## src/rtl/seq_det_pkg.sv

```systemverilog
// Shared definitions for the overlapping "1101" detector: state encoding and the
// single next-state/match function used by every detector instance.
package seq_det_pkg;

    typedef enum logic [1:0] {
        S0 = 2'b00,
        S1 = 2'b01,
        S2 = 2'b10,
        S3 = 2'b11
    } det_state_t;

    typedef struct packed {
        det_state_t next;
        logic       match;
    } det_step_t;

    // One detector step; match is reported on the transition that completes "1101".
    function automatic det_step_t det_step(input det_state_t cur, input logic din);
        det_step_t r;
        r.next  = S0;
        r.match = (cur == S3) && din;
        unique case (cur)
            S0:      r.next = din ? S1 : S0;
            S1:      r.next = din ? S2 : S0;
            S2:      r.next = din ? S2 : S3;
            S3:      r.next = din ? S1 : S0;
            default: r.next = S0;
        endcase
        return r;
    endfunction

endpackage

```

## src/rtl/seq_det_scheduler_rr_arbiter.sv

```systemverilog
// Round-robin arbiter: one-hot grant over req, search starts at the pointer and
// wraps; the pointer moves to one past the granted requester.
module rr_arbiter #(
    parameter int NCH = 4,
    parameter int CW  = 2
) (
    input  logic          clk,
    input  logic          reset,
    input  logic [NCH-1:0] req,
    output logic [NCH-1:0] gnt,
    output logic          gnt_any,
    output logic [CW-1:0] gnt_idx
);

    localparam logic [CW:0]   NCH_W = (CW+1)'(NCH);
    localparam logic [CW-1:0] LAST  = CW'(NCH - 1);

    logic [CW-1:0] ptr_reg;
    logic [CW-1:0] ptr_next;
    logic [CW:0]   cand;

    always_comb begin
        gnt     = '0;
        gnt_any = 1'b0;
        gnt_idx = '0;
        cand    = '0;
        for (int off = 0; off < NCH; off++) begin
            // Sum is one bit wider so the wrap works for non-power-of-two NCH.
            cand = {1'b0, ptr_reg} + (CW+1)'(off);
            if (cand >= NCH_W) begin
                cand = cand - NCH_W;
            end
            if (!gnt_any && req[cand[CW-1:0]]) begin
                gnt_any              = 1'b1;
                gnt_idx              = cand[CW-1:0];
                gnt[cand[CW-1:0]]    = 1'b1;
            end
        end
    end

    always_comb begin
        ptr_next = ptr_reg;
        if (gnt_any) begin
            ptr_next = (gnt_idx == LAST) ? '0 : gnt_idx + 1'b1;
        end
    end

    always_ff @(posedge clk or posedge reset) begin
        if (reset) begin
            ptr_reg <= '0;
        end else begin
            ptr_reg <= ptr_next;
        end
    end

endmodule

```

## src/rtl/seq_det_scheduler.sv

```systemverilog
// One "1101" detection engine time-shared across NCH serial channels, each with a
// one-bit holding buffer and saved context. Optional: SEQ_DET_MATCH_COUNT_EN.
module seq_det_scheduler
    import seq_det_pkg::*;
#(
    parameter int NCH = 4,
    parameter int CW  = 2
) (
    input  logic           clk,
    input  logic           reset,
    input  logic [NCH-1:0] in_valid,
    input  logic [NCH-1:0] in_bit,
    output logic [NCH-1:0] in_ready,
    input  logic [NCH-1:0] ch_clear,
    output logic           match_valid,
    output logic [CW-1:0]  match_ch,
    output logic           busy
`ifdef SEQ_DET_MATCH_COUNT_EN
    ,
    input  logic [CW-1:0]  cnt_sel,
    output logic [7:0]     cnt_out
`endif
);

    logic [NCH-1:0] pend_reg;
    logic [NCH-1:0] pend_next;
    logic [NCH-1:0] pbit_reg;
    logic [NCH-1:0] pbit_next;
    det_state_t     ctx_reg  [NCH];
    det_state_t     ctx_next [NCH];

    logic           match_valid_reg;
    logic [CW-1:0]  match_ch_reg;

    logic [NCH-1:0] req;
    logic [NCH-1:0] gnt;
    logic           gnt_any;
    logic [CW-1:0]  gnt_idx;
    logic [NCH-1:0] accept;
    det_step_t      step;
    logic           match_hit;

    // A channel being cleared must not be served this cycle.
    assign req = pend_reg & ~ch_clear;

    rr_arbiter #(
        .NCH (NCH),
        .CW  (CW)
    ) u_arb (
        .clk     (clk),
        .reset   (reset),
        .req     (req),
        .gnt     (gnt),
        .gnt_any (gnt_any),
        .gnt_idx (gnt_idx)
    );

    assign step      = det_step(ctx_reg[gnt_idx], pbit_reg[gnt_idx]);
    assign match_hit = gnt_any & step.match;

    for (genvar gi = 0; gi < NCH; gi++) begin : g_ch
        assign in_ready[gi]  = (~pend_reg[gi] | gnt[gi]) & ~ch_clear[gi];
        assign accept[gi]    = in_valid[gi] & in_ready[gi];
        assign pend_next[gi] = ch_clear[gi] ? 1'b0 :
                               accept[gi]   ? 1'b1 :
                               gnt[gi]      ? 1'b0 : pend_reg[gi];
        assign pbit_next[gi] = accept[gi] ? in_bit[gi] : pbit_reg[gi];
        assign ctx_next[gi]  = ch_clear[gi] ? S0 :
                               gnt[gi]      ? step.next : ctx_reg[gi];
    end

    always_ff @(posedge clk or posedge reset) begin
        if (reset) begin
            pend_reg        <= '0;
            pbit_reg        <= '0;
            match_valid_reg <= 1'b0;
            match_ch_reg    <= '0;
            for (int i = 0; i < NCH; i++) begin
                ctx_reg[i] <= S0;
            end
        end else begin
            pend_reg        <= pend_next;
            pbit_reg        <= pbit_next;
            match_valid_reg <= match_hit;
            if (match_hit) begin
                match_ch_reg <= gnt_idx;
            end
            for (int i = 0; i < NCH; i++) begin
                ctx_reg[i] <= ctx_next[i];
            end
        end
    end

    assign match_valid = match_valid_reg;
    assign match_ch    = match_ch_reg;
    assign busy        = |pend_reg;

`ifdef SEQ_DET_MATCH_COUNT_EN
    localparam logic [CW:0] NCH_W = (CW+1)'(NCH);

    logic [7:0] cnt_reg  [NCH];
    logic [7:0] cnt_next [NCH];

    // Counters saturate at 255; a channel clear overrides a same-cycle increment.
    for (genvar gi = 0; gi < NCH; gi++) begin : g_cnt
        assign cnt_next[gi] = ch_clear[gi] ? 8'd0 :
                              (match_hit && gnt[gi] && cnt_reg[gi] != 8'hFF) ?
                              cnt_reg[gi] + 8'd1 : cnt_reg[gi];
    end

    always_ff @(posedge clk or posedge reset) begin
        if (reset) begin
            for (int i = 0; i < NCH; i++) begin
                cnt_reg[i] <= 8'd0;
            end
        end else begin
            for (int i = 0; i < NCH; i++) begin
                cnt_reg[i] <= cnt_next[i];
            end
        end
    end

    assign cnt_out = ({1'b0, cnt_sel} < NCH_W) ? cnt_reg[cnt_sel] : 8'd0;
`endif

endmodule
```

## config.mk

```make
export PLATFORM = sky130hd
export DESIGN_NAME = seq_det_scheduler
export DESIGN_NICKNAME = d
export VERILOG_FILES = /design/src/rtl/seq_det_pkg.sv /design/src/rtl/seq_det_scheduler_rr_arbiter.sv /design/src/rtl/seq_det_scheduler.sv
export SDC_FILE = /design/constraint.sdc
export NUM_CORES = 1
export LEC_CHECK = 0
export ABC_AREA = 1
export CORE_ASPECT_RATIO = 0.75
export CORE_MARGIN = 8
export CORE_UTILIZATION = 59
export DETAILED_ROUTE_END_ITERATION = 10
export GPL_ROUTABILITY_DRIVEN = 0
export PLACE_DENSITY = 0.85
export SLEW_MARGIN = 5
export SYNTH_ARGS = -nofsm -noshare
export SYNTH_HDL_FRONTEND = slang
export SYNTH_SLANG_ARGS = --single-unit
```

## constraint.sdc

```tcl
create_clock -name clk -period 4.67 [get_ports clk]
set_input_delay 0.934 -clock clk [delete_from_list [all_inputs] [get_ports clk]]
set_output_delay 0.934 -clock clk [all_outputs]
set_load 0.02 [all_outputs]
```

==> results.cfg <==
; synthesis and place-and-route metrics
[layout]
nNonClkInverters = 29
sh_comb_area = 0.506
nNonClkBuffers = 21
flop-count = 21
n_antenna_cell = 0
mostFrequentLayoutCells = nand2_1 (62), nand3_1 (35), dfrtp_1 (21), clkdlybuf4s50_1 (21), inv_1 (19)
logic_area_um2 = 940
largest_reg_flops = 8
areaGrowthSynthToFinish_pct = 17.0

[die]
die_h_um = 60.9
die_x_um = 75.9
taps = 36

[sta]
maxSlewHeadroom = 0.466
fin_skew_ns = 0.00346
finalCriticalPeriod_ns = 4.26
timing.final.ws_setup_ns = 0.408
max_freq_ghz = 0.235
final_hold_viol_count = 0
worst_hold_slack_ns = 0.482
max_slew.worst_pin.slew_ns = 0.800
tns_ns = 0
maxSlewViolCount = 0

[flow_run]
log.warning_count = 35
cap_violations = 0

[setup_path]
ff2ff_setup_slack_ns = 1.36
crit_chain = clkdlybuf4s50_1 > inv_1 > nand3_2 > nand3_1 > nand2_2 > o21ai_1 > nor2_1 > a21oi_1 > nand3_1 > nand2_1 > inv_2 > clkdlybuf4s50_1
startpoint_type = input pin
critical_path.top_delay_family = buffers and inverters
crit_start = ch_clear[1]
cp.depth = 12
endpoint = in_ready[2]
critical_path.max_stage_delay_ns = 0.60
r2r_end = ctx_reg[0]

[min_path]
min_delay_path_depth = 2
hp-class = flip-flop to flip-flop

[drt]
drc = 0
wirelength_mm = 3.66
wl_met2_mm = 1.50
drtIter0Drc = 68
highest_layer = met4
met1_length_mm = 1.79
dr.pass1.iters = 4

[logic_synthesis]
async_flop_share = 1.00
top_cells_by_count = nand2_1 (62), nand3_1 (35), dfrtp_1 (21), inv_1 (19), nor2_1 (15)
ys_cells = 220
yosysSeqAreaShare = 0.331
ys_area_um2 = 1590
compound_area_frac = 0.0993
edf_count = 0

[clocking]
clock_latency_ns = 0.31
cts_buffers = 3
htree_levels = 1
clkSinkCount = 21

[global_route]
grt.met1_usage = 0.228
antenna_found_initial = 0
grt_pass1_wl_mm = 6.53
track_usage = 0.176
grt_use_met3 = 0.0562

[power_and_ir_drop]
seqPwrFrac = 0.210
powerSeq_mw = 0.324
p_comb_mw = 1.13

[run_status]
outcome = finished, final reports clean

[placement]
place_hpwl_mm = 2.98
dp.cells = 276
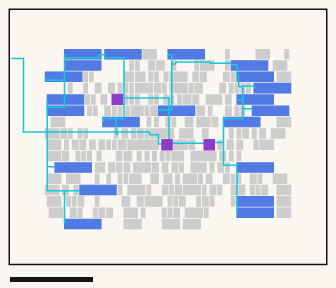
clk_routes.png
Bar = 20 µm.
[clock drivers] purple | count: 3
[clock wires] cyan | length: 283 µm
[flip-flops] blue | count: 21
routed clock nets	4

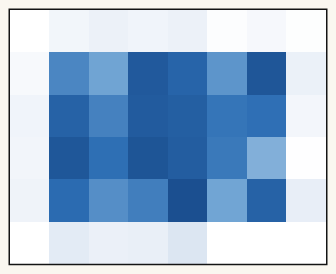
cell_density.png
8 x 6 tiles, from white (low) to dark blue (high), 0 to 100% covered.
fullest tile	88%
tiles over 75% full	25%
mean over tiles	39%
densest ninth of the die	middle
nearly empty tiles	17%

